==> src/rtl/joypad_pkg.sv <==
// joypad_pkg: shared constants for the controller-port responder.
//   BTN_A..BTN_RIGHT  button bit positions in a pad word
//   PAD_BITS_DEF      default shift length (standard pad)
//   CNT_W             width of the per-pad read counter
//   turbo_kill()      whether a button bit is suppressed by turbo this frame
package joypad_pkg;

  localparam int BTN_A      = 0;
  localparam int BTN_B      = 1;
  localparam int BTN_SELECT = 2;
  localparam int BTN_START  = 3;
  localparam int BTN_UP     = 4;
  localparam int BTN_DOWN   = 5;
  localparam int BTN_LEFT   = 6;
  localparam int BTN_RIGHT  = 7;

  localparam int PAD_BITS_DEF = 8;
  localparam int CNT_W        = 4;

  // A turbo-enabled button only reaches the shift register while phase is 1.
  function automatic logic turbo_kill(input int unsigned idx,
                                      input logic [1:0]  en,
                                      input logic        phase);
    logic kill;
    kill = 1'b0;
    if (idx == BTN_A) kill = en[0] & ~phase;
    if (idx == BTN_B) kill = en[1] & ~phase;
    return kill;
  endfunction

endpackage

==> src/rtl/joypad_shift.sv <==
// joypad_shift: one pad's parallel-load serial shift register.
//   clk_i, rst_i  clock and async active-high reset
//   strobe_i      1 = continuously load load_i, 0 = hold/shift
//   nread_i       active-low read strobe; advance on its rising edge
//   load_i        button word to load
//   data_o        registered serial bit (always shift[0])
//   count_o       reads since last load, saturating at PAD_BITS
module joypad_shift
  import joypad_pkg::*;
#(
  parameter int PAD_BITS = PAD_BITS_DEF,
  parameter bit FILL_BIT = 1'b1
) (
  input  logic                clk_i,
  input  logic                rst_i,
  input  logic                strobe_i,
  input  logic                nread_i,
  input  logic [PAD_BITS-1:0] load_i,
  output logic                data_o,
  output logic [CNT_W-1:0]    count_o
);

  localparam logic [CNT_W-1:0] CNT_MAX = CNT_W'(PAD_BITS);

  logic [PAD_BITS-1:0] shift_q, shift_d;
  logic [CNT_W-1:0]    count_q, count_d;
  logic                prev_q;
  logic                data_q;
  logic                advance;

  // Bit is consumed when the read strobe is released, not when it falls.
  assign advance = ~strobe_i & ~prev_q & nread_i;

  always_comb begin
    shift_d = shift_q;
    count_d = count_q;
    if (strobe_i) begin
      shift_d = load_i;
      count_d = '0;
    end else if (advance) begin
      shift_d                = shift_q >> 1;
      shift_d[PAD_BITS-1]    = FILL_BIT;
      if (count_q != CNT_MAX) count_d = count_q + 1'b1;
    end
  end

  always_ff @(posedge clk_i or posedge rst_i) begin
    if (rst_i) begin
      shift_q <= '0;
      count_q <= '0;
      prev_q  <= 1'b1;
      data_q  <= 1'b0;
    end else begin
      shift_q <= shift_d;
      count_q <= count_d;
      prev_q  <= nread_i;
      data_q  <= shift_d[0];
    end
  end

  assign data_o  = data_q;
  assign count_o = count_q;

endmodule

==> src/rtl/joypad_responder.sv <==
// joypad_responder: responder side of the CPU controller port, two pads.
//   clock, reset            system clock, async active-high reset
//   addr4016w[2:0]          $4016 latch; bit0 = strobe, bits 2:1 unused
//   naddr4016r/naddr4017r   active-low read strobes for pad 1 / pad 2
//   buttons1/buttons2       active-high button words
//   turbo1/turbo2           turbo enables (bit0 A, bit1 B)
//   pad1_data/pad2_data     registered serial bits for D0
//   pad1_count/pad2_count   reads since last load (saturating)
// Optional: define JOYPAD_TURBO_EN to gate A/B with a shared turbo phase that
// toggles every TURBO_DIV strobe falling edges. Without it turbo inputs are
// ignored and no divider/phase state exists.
module joypad_responder
  import joypad_pkg::*;
#(
  parameter int PAD_BITS  = PAD_BITS_DEF,
  parameter bit FILL_BIT  = 1'b1,
  parameter int TURBO_DIV = 4
) (
  input  logic                clock,
  input  logic                reset,
  input  logic [2:0]          addr4016w,
  input  logic                naddr4016r,
  input  logic                naddr4017r,
  input  logic [PAD_BITS-1:0] buttons1,
  input  logic [PAD_BITS-1:0] buttons2,
  input  logic [1:0]          turbo1,
  input  logic [1:0]          turbo2,
  output logic                pad1_data,
  output logic                pad2_data,
  output logic [CNT_W-1:0]    pad1_count,
  output logic [CNT_W-1:0]    pad2_count
);

  logic                strobe;
  logic [PAD_BITS-1:0] load1, load2;

  assign strobe = addr4016w[0];

`ifdef JOYPAD_TURBO_EN
  localparam int DIV_W = (TURBO_DIV > 1) ? $clog2(TURBO_DIV) : 1;
  localparam logic [DIV_W-1:0] DIV_LAST = DIV_W'(TURBO_DIV - 1);

  logic             strobe_q;
  logic [DIV_W-1:0] div_q;
  logic             phase_q;
  logic             unused_ok;

  assign unused_ok = ^addr4016w[2:1];

  always_ff @(posedge clock or posedge reset) begin
    if (reset) begin
      strobe_q <= 1'b0;
      div_q    <= '0;
      phase_q  <= 1'b0;
    end else begin
      strobe_q <= strobe;
      if (strobe_q & ~strobe) begin
        if (div_q == DIV_LAST) begin
          div_q   <= '0;
          phase_q <= ~phase_q;
        end else begin
          div_q <= div_q + 1'b1;
        end
      end
    end
  end

  always_comb begin
    load1 = buttons1;
    load2 = buttons2;
    for (int unsigned i = 0; i < PAD_BITS; i++) begin
      if (turbo_kill(i, turbo1, phase_q)) load1[i] = 1'b0;
      if (turbo_kill(i, turbo2, phase_q)) load2[i] = 1'b0;
    end
  end
`else
  logic unused_ok;

  assign unused_ok = ^{addr4016w[2:1], turbo1, turbo2};
  assign load1     = buttons1;
  assign load2     = buttons2;
`endif

  joypad_shift #(
    .PAD_BITS (PAD_BITS),
    .FILL_BIT (FILL_BIT)
  ) u_pad1 (
    .clk_i    (clock),
    .rst_i    (reset),
    .strobe_i (strobe),
    .nread_i  (naddr4016r),
    .load_i   (load1),
    .data_o   (pad1_data),
    .count_o  (pad1_count)
  );

  joypad_shift #(
    .PAD_BITS (PAD_BITS),
    .FILL_BIT (FILL_BIT)
  ) u_pad2 (
    .clk_i    (clock),
    .rst_i    (reset),
    .strobe_i (strobe),
    .nread_i  (naddr4017r),
    .load_i   (load2),
    .data_o   (pad2_data),
    .count_o  (pad2_count)
  );

endmodule
==> config.mk <==
export PLATFORM = sky130hd
export DESIGN_NAME = joypad_responder
export DESIGN_NICKNAME = d
export VERILOG_FILES = /design/src/rtl/joypad_pkg.sv /design/src/rtl/joypad_shift.sv /design/src/rtl/joypad_responder.sv
export SDC_FILE = /design/constraint.sdc
export NUM_CORES = 1
export LEC_CHECK = 0
export CORE_MARGIN = 2
export CORE_UTILIZATION = 46
export CTS_CLUSTER_DIAMETER = 150
export CTS_CLUSTER_SIZE = 16
export DETAILED_ROUTE_END_ITERATION = 8
export PLACE_DENSITY = 0.83
export SYNTH_ARGS = -nofsm -noshare
export SYNTH_HDL_FRONTEND = slang
export SYNTH_SLANG_ARGS = --single-unit
export TNS_END_PERCENT = 30
==> constraint.sdc <==
create_clock -name clock -period 1.4 [get_ports clock]
set_input_delay 0.21 -clock clock [delete_from_list [all_inputs] [get_ports clock]]
set_output_delay 0.21 -clock clock [all_outputs]
set_load 0.01 [all_outputs]
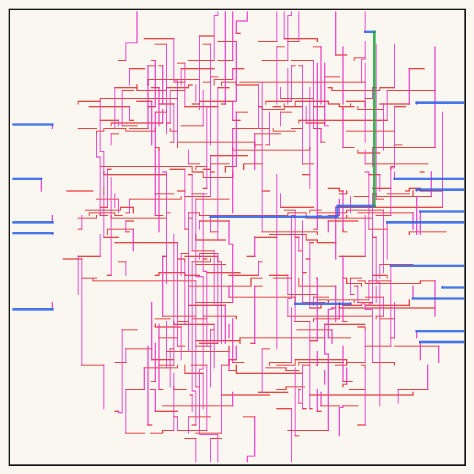
(wiring by layer)
(8 px per um)
[magenta] met2 | wire length: 1310 um
[green] met4 | wire length: 21.8 um
[blue] met3 | wire length: 116 um
[red] met1 | wire length: 981 um
DR WL/cell: 12.4 um
via count: 999
Tot GR Track Use: 15.9%

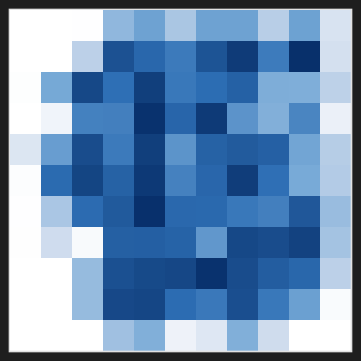
(cell area per tile)
(6 px per um) The die is cut into 11 by 11 equal tiles; white is low, dark blue is high, 0 to 100% covered.
fullest tile: 100%
nearly empty tiles: 16%
tiles over 75% full: 38%
densest ninth of the die: center
emptiest ninth of the die: lower left
Layout Utilization: 65.1%
total core area: 2710 um2
fp util: 47.3%

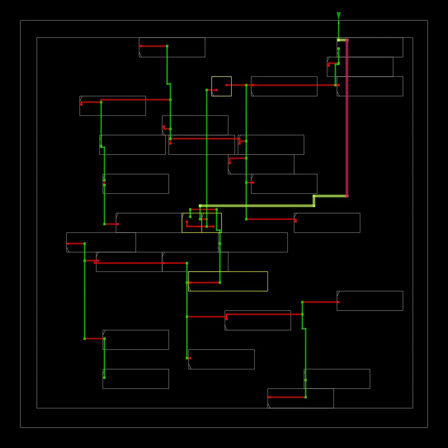
(clock wiring as the flow saved it)
TritonCTS buffer count: 3
layout clock buffer count: 3
Flops: 26
Worst Clk Skew: 0.00385 ns

-- routing by layer --
metal | routed length [um] | vias to the layer above | part of all wire (%) | global-route usage [%]
met2 | 1310 | 19 | 54 | 30.6
met5 | 0 | - | 0 | 0
met4 | 21 | 0 | 0.87 | 4.98
met1 | 981 | 481 | 40 | 17.6
met3 | 116 | 2 | 4.8 | 2.76
li1 | - | 497 | - | -
-- worst max path at each step --
stage                                        from                             to  cells after the start
finish              u_pad2.count_o[1]$_DFFE_PP0P_                  pad2_count[1]                      2
global route        u_pad2.count_o[1]$_DFFE_PP0P_                  pad2_count[1]                      2
CTS                 u_pad1.count_o[0]$_DFFE_PP0P_  u_pad1.count_o[0]$_DFFE_PP0P_                      5
detailed placement                     naddr4016r  u_pad1.shift_q[5]$_DFFE_PP0P_                      5
global placement                       naddr4016r  u_pad1.shift_q[6]$_DFFE_PP0P_                      5
floorplan           u_pad2.count_o[0]$_DFFE_PP0P_  u_pad2.count_o[0]$_DFFE_PP0P_                      4
-- cell usage after synthesis, types with 2 or more instances --
master,count
a21oi_1,4
buf_2,2
clkbuf_1,3
dfrtp_1,24
dfstp_2,2
ha_1,4
inv_1,6
mux2_2,3
mux2i_1,16
nand2_1,17
nand2b_1,4
nand3_1,2
nor2_1,7
nor2b_1,2
o21ai_0,17
-- layout make-up --
class,count,area (um2)
Fill cell,221,946
Timing Repair Buffer,43,415
Multi-Input combinational cell,85,582
Tap cell,31,38.8
Inverter,6,22.5
Clock buffer,3,22.5
Clock inverter,1,30.0
Sequential cell,26,653
-- worst register-to-register path: stages (launching register included) --
cell and delay, ns:
dfrtp_1 0.39, inv_1 0.06, ha_1 0.19, nand2_1 0.10, o21a_1 0.15, mux2_2 0.34
==> results.sh <==
# flow metrics
export IMPL_area_leaders="dfrtp_1 (47%), mux2i_1 (12%), o21ai_0 (6.6%), nand2_1 (5.0%), dfstp_2 (4.1%)"
export IMPL_yosys_area_top_type="dfrtp_1"
export IMPL_p_total_w=0.00163
export IMPL_edf_count=0
export IMPL_clockPowerShare_pct=31.3
export IMPL_synthAoiAreaFrac_pct=11.1
export IMPL_crit_type="flop to primary output"
export IMPL_pg_comb_w=0.000282
export IMPL_startpoint_type="flop"
export IMPL_hold_class="input pin to asynchronous set/reset pin"
export IMPL_power_internal_w=0.00126
export IMPL_ys_warn_count=0
export IMPL_antenna_found_initial=0
export IMPL_ys_area_um2=1280
export IMPL_viasPerCell=5.12
export IMPL_antenna_left=0
export IMPL_fin_crit_ns=1.34
export IMPL_top_logic_kind="multiplexers"
export IMPL_path_cells="buf_4 > dlygate4sd2_1"
export IMPL_drive_gt1_share_pct=15.9
export IMPL_ff2ff_setup_slack_ns=0.08
export IMPL_yosys_cells=124
export IMPL_fin_crit_sh_pct=95.5
export IMPL_critical_path_arrival_ns=1.13
export IMPL_worst_slack_ns=0.0632
export IMPL_yosysTopAreaCellShare_pct=46.8
export IMPL_fmax_mhz=748
export IMPL_die_w_um=56.8
export IMPL_place_congestion=0.727
export IMPL_maxCapViolations=0
export IMPL_first_pass_iters=4
export IMPL_crit_path_end_kind="primary output"
export IMPL_rows=19
export IMPL_pre_cts_ws_ns=-0.209
export IMPL_setup_viol=0
export IMPL_grt_max_degree=27
export IMPL_rsz0062_at_grt="no"
export IMPL_setup_tns_final_ns=0
export IMPL_drv_slew=0
export IMPL_xor_area_share_pct=0
export IMPL_path_buffers=2
export IMPL_adder_share_pct=3.90
export IMPL_worstReg2RegEnd="u_pad1.count_o[0]$_DFFE_PP0P_"
export IMPL_area_growth_pct=37.6
export IMPL_top_regs="u_pad1.shift_q: 8 flops, u_pad2.shift_q: 8 flops"
export IMPL_portBuffers=30
export IMPL_cts_sinks=26
export IMPL_pg_clk_w=0.000511
export IMPL_h_tree_depth=1
export IMPL_holdWs_ns=0.230
export IMPL_combPwrFrac_pct=17.3
export IMPL_final_cells=195
export IMPL_syn_avg_cell_area_um2=10.3
export IMPL_path_max_fanout=2
export IMPL_die_h_um=56.8
export IMPL_ys_sh_mux_pct=15.1
export IMPL_leakagePower_nw=0.835
export IMPL_grt_overflow=0
export IMPL_warning_count=34
export IMPL_peakVddDrop_mv=0.710
export IMPL_ys_sh_simple_pct=14.0
export IMPL_pg_seq_w=0.000841
export IMPL_cts_hold_buf=0
export IMPL_powerDensity_nw_per_um2=926
export IMPL_syn_area_um2=1280
export IMPL_cts_tree="built"
export IMPL_status="finished, final reports clean"
export IMPL_clk_pin_slew_worst_paths_ns=0.14
export IMPL_hold_viol_final=0
export IMPL_numPlacedInstances=187
export IMPL_critical_path_top_delay_family="flip-flops"
export IMPL_io_pins=37
export IMPL_place_area_um2=1670
export IMPL_ys_seq_elements=26
export IMPL_clk_root_buffer_cell="clkbuf_4"
export IMPL_dieArea_um2=3230
export IMPL_syn_inst=124
export IMPL_nets=196
export IMPL_relSlewSlack_pct=78.3
export IMPL_layout_top_cell="dfrtp_1"
export IMPL_post_route_cell_area_um2=1760
export IMPL_p_seq_share_pct=51.5
export IMPL_maxPowerGroup="sequential cells"
export IMPL_cts_setup_buffers=1
export IMPL_wirelength_mm=2.43
export IMPL_async_flop_share_pct=100
export IMPL_grt_pass1_vias=998
export IMPL_crit_required_ns=1.19
export IMPL_drt_iter0_drc=19
export IMPL_dp_hpwl_mm=1.78
export IMPL_synth_main_ff_cell="dfrtp_1"
